==> config.mk <==
export PLATFORM = sky130hd
export DESIGN_NAME = exception_ctrl
export DESIGN_NICKNAME = d
export VERILOG_FILES = /design/src/rtl/exc_pkg.sv /design/src/rtl/exc_cause_enc.sv /design/src/rtl/exception_ctrl.sv
export SDC_FILE = /design/constraint.sdc
export NUM_CORES = 1
export LEC_CHECK = 0
export ABC_AREA = 1
export ABC_CLOCK_PERIOD_IN_PS = 1300
export CORE_MARGIN = 4
export CORE_UTILIZATION = 41
export CTS_CLUSTER_SIZE = 14
export DETAILED_ROUTE_END_ITERATION = 7
export PLACE_DENSITY = 0.87
export SLEW_MARGIN = 20
export SYNTH_ARGS = -nofsm -noshare
export SYNTH_HDL_FRONTEND = slang
export SYNTH_SLANG_ARGS = --single-unit
==> constraint.sdc <==
create_clock -name clk -period 1.3 [get_ports clk]
set_input_delay 0.26 -clock clk [delete_from_list [all_inputs] [get_ports clk]]
set_output_delay 0.26 -clock clk [all_outputs]
set_load 0.02 [all_outputs]
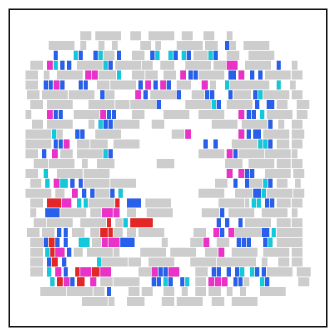
Run 1: logic cells by family
nor cells: in blue, cells 110, where spread over the die. nand cells: in red, cells 13, where lower left. aoi and oai cells: in magenta, cells 43. inv cells: in cyan, cells 42, where spread over the die.
final std cells w/o fill: 500
top logic cell by instance count in the layout: nor2_1
logic share of the area: 20.0%

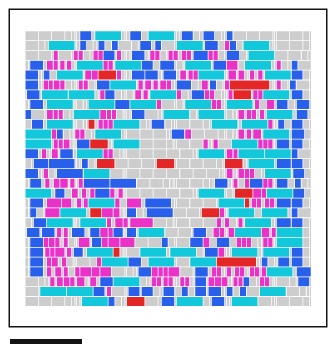
Run 1: cells coloured by class
Bar = 20 um. Fill, decap, tap and diode cells in grey.
registers: in cyan, cells 75. remaining logic cells: in magenta, cells 209. remaining buffers and delay cells: in blue, cells 126. clock drivers and dummy loads: in red, cells 15.
core area: 6030 um^2
FP Rows: 28

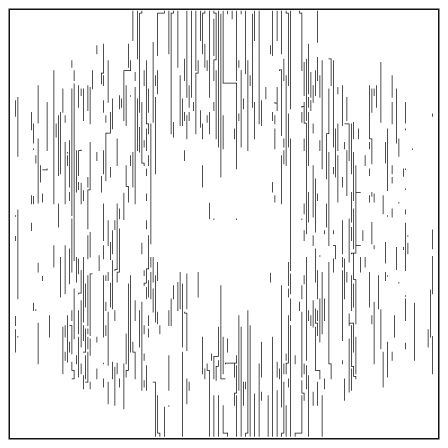
Run 1: metal 2
The wires run mostly vertical. The layer holds 52% of the routed length.
final WL: 6.24 mm
Via Count: 2,220
GRT met2 Usage: 30.8%

==> flow_summary.toml, run 1 <==
# yosys + openroad results
[flow_run]
max-cap-violations = 0

[synthesis]
yosys.area.top_type = "dfxtp_1"
synthFlopType = "dfxtp_1"
yosys_cells = 298
yosysChipArea_um2 = 2580
topCombFamilyByArea = "simple AND/OR/NAND/NOR gates"
top_cell = "nor2_1"
topCellsByArea = "dfxtp_1 (58%), nor2_1 (15%), inv_1 (5.8%)"
ys_sh_mux_pct = 0
yosys.area_share.simple_pct = 20.7
avgSynthCellArea_um2 = 8.66
syn-cell-area_um2 = 2580
xor_share_pct = 0

[cells_and_area]
fin_util_pct = 64.6
fillCellCount = 549
regArea_um2 = 1500
clock_buffers = 10
bufAreaShareNonClock_pct = 29.5
clock_area_share_pct = 5.30
nNonClkInverters = 42
largestClassByArea = "sequential cells"
non_clock_buffer_count = 126
ff_count = 75
final_nets = 462
drive_above_1_share_pct = 19.8

[clock_tree]
cts_buffers = 9
cts_sinks = 75
hold_buffers = 0
clk_pin_slew_ns = 0.08
clock_path_buffers = 2

[global_route]
first_global_vias = 2219
grt-busiest-layer = "met2"
antenna_found_initial = 0
grt_use_met3_pct = 5.49
grt_use_total_pct = 17.3

[worst_setup_path]
arrival_ns = 1.00
setup.worst_path.end_class = "primary output"
rrSetupSlack_ns = 0.15
crit_type = "register to primary output"
worstPathCellList = "clkdlybuf4s15_1"

[drt]
first_iter_violations = 29
top_layer = "met4"
route.detailed.drc = 0
ant_nets = 0
wl_per_cell_um = 12.5
drtPass1Iterations = 4
wl_met1_mm = 2.39

[timing]
clock.fmax_ghz = 0.793
worst_hold_slack_ns = 0.445
fin_skew_ns = 0.00701
rsz0062_at_grt = "false"
timing.final.max_slew_violations = 0
max_slew_margin_pct = 83.5

[place]
gp_congestion = 0.740
post-place-ws_ns = -0.187
portBuffers = 112
placedCellCount = 485
dp.final_hpwl_mm = 4.78
dpl-instance-area_um2 = 3840

[power_and_ir_drop]
p_leak_nw = 1.80
p_comb_mw = 0.993
power_frac_clock_pct = 34.6
sequentialPower_mw = 2.55
power.group.top = "sequential cells"

[floorplan]
num_tap_cells = 75
ioPinCount = 113
fp_util_pct = 42.8

[status]
run_status = "completed"
Run 1, sizing map:
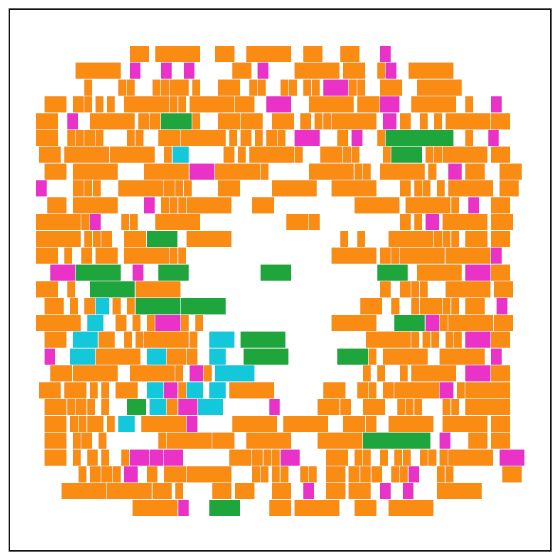

## Run 2: what changed since run 1
- CAP_MARGIN: not set -> 40
- CELL_PAD_IN_SITES_DETAIL_PLACEMENT: not set -> 1
- CELL_PAD_IN_SITES_GLOBAL_PLACEMENT: not set -> 2
- CORE_UTILIZATION: 41 -> 23
- PLACE_DENSITY: 0.87 -> 0.88
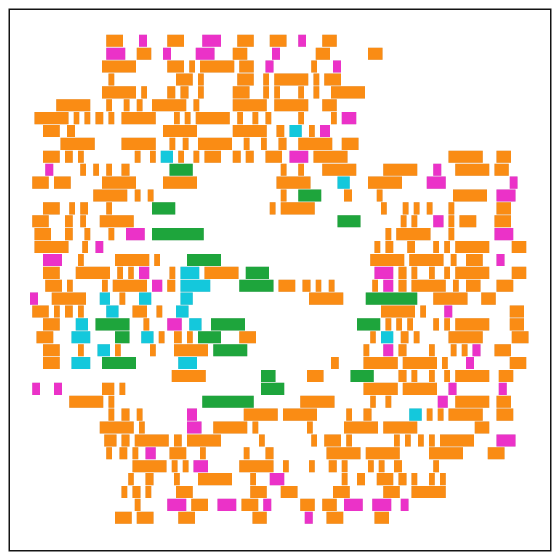
Run 2: sizing map
x3 and x4: in cyan, cells 19. x6 and larger: in green, cells 20. x2: in magenta, cells 51. x1 and smaller: in orange, cells 338.
final setup margin: 0.0510 ns
fin area: 4060 um^2
Signal buffers: 129

==> run 2 against run 1 <==
  * Sequential power about the same
  * Clock power increased by 14%
  * Synthesized cell count unchanged
  * Utilization decreased by 27 points
  * Via count increased by 2.4%
  * Maximum frequency increased by 0.91%
  * Total power increased by 6.0%
  * Hold slack improved by 0.0013 ns
  * Worst setup slack improved by 0.011 ns
  * Critical endpoint is now epc[20]
==> flow_summary.toml, run 2 <==
# yosys + openroad results
[status]
run_status = "completed"

[timing]
fin_skew_ns = 0.00921
finalClockPeriodUsage_pct = 96.1
rsz0062_at_grt = "false"
clock.fmax_ghz = 0.801
timing.final.max_slew_violations = 0
max_slew_margin_pct = 83.6
final-hold-violation-count = 0
worst_hold_slack_ns = 0.447

[worst_setup_path]
crit_type = "register to primary output"
rrSetupSlack_ns = 0.15
worstPathCellList = "clkdlybuf4s15_2"
reg2reg_depth = 5
setup.worst_path.end_class = "primary output"
arrival_ns = 0.99
crit_path_top_delay_cell = "dfxtp_1"

[drt]
routed_wl_mm = 7.68
drtPass1Iterations = 4
first_iter_violations = 53
top_layer = "met5"
wl_per_cell_um = 13.5
ant_nets = 0
vias = 2273
wl_met1_mm = 3.29
route.detailed.drc = 0

[power_and_ir_drop]
sequentialPower_mw = 2.55
power.group.top = "sequential cells"
power_frac_clock_pct = 37.3
p_leak_nw = 1.79
switchingPower_mw = 1.56
p_comb_mw = 1.05
p_seq_share_pct = 44.4

[cells_and_area]
fin_cells = 568
nNonClkInverters = 42
clock_area_share_pct = 5.85
regArea_um2 = 1500
lay_top_count = "nor2_1"
fillCellCount = 1297
syn2layout_area_growth_pct = 57.3
ff_count = 75
fin_util_pct = 37.3
bufAreaShareNonClock_pct = 29.6
drive_above_1_share_pct = 21.0
largestClassByArea = "sequential cells"
final_nets = 465
comb_share_pct = 19.2
clock_buffers = 9

[synthesis]
top_cell = "nor2_1"
yosysChipArea_um2 = 2580
common_cells = "nor2_1 (102), dfxtp_1 (75), inv_1 (40)"
topCellsByArea = "dfxtp_1 (58%), nor2_1 (15%), inv_1 (5.8%)"
compound_area_share_pct = 9.40
synth-edff-count = 0
syn-cell-area_um2 = 2580
synthFlopType = "dfxtp_1"
yosys.area_share.simple_pct = 20.7
avgSynthCellArea_um2 = 8.66
topCombFamilyByArea = "simple AND/OR/NAND/NOR gates"
yosys_cells = 298
xor_share_pct = 0
synthArstFlopShare_pct = 0
yosys.area.top_type = "dfxtp_1"
ys_sh_mux_pct = 0

[global_route]
use_met2_pct = 21.4
grt_use_met3_pct = 4.19
antenna_found_initial = 1
grt_use_total_pct = 12.4
grt_pass1_wl_mm = 12.6
first_global_vias = 2526
grt-busiest-layer = "met2"

[floorplan]
die_y_um = 114
num_tap_cells = 140
core.rowCount = 38
fp_util_pct = 23.7
ioPinCount = 113
fp.dieW_um = 114
coreArea_um2 = 10900

[hold_path]
hold_depth = 2

[flow_run]
warning_count = 26
max-cap-violations = 0

[clock_tree]
cts_tree = "yes"
hold_buffers = 0
clock_path_buffers = 2
cts_buffers = 9
cts_sinks = 75
clk_pin_slew_ns = 0.08

[place]
post-place-ws_ns = -0.226
dp.final_hpwl_mm = 5.90
gp_congestion = 0.698
placedCellCount = 553
dpl-instance-area_um2 = 3940
portBuffers = 112
Power and IR drop assume default switching activity.
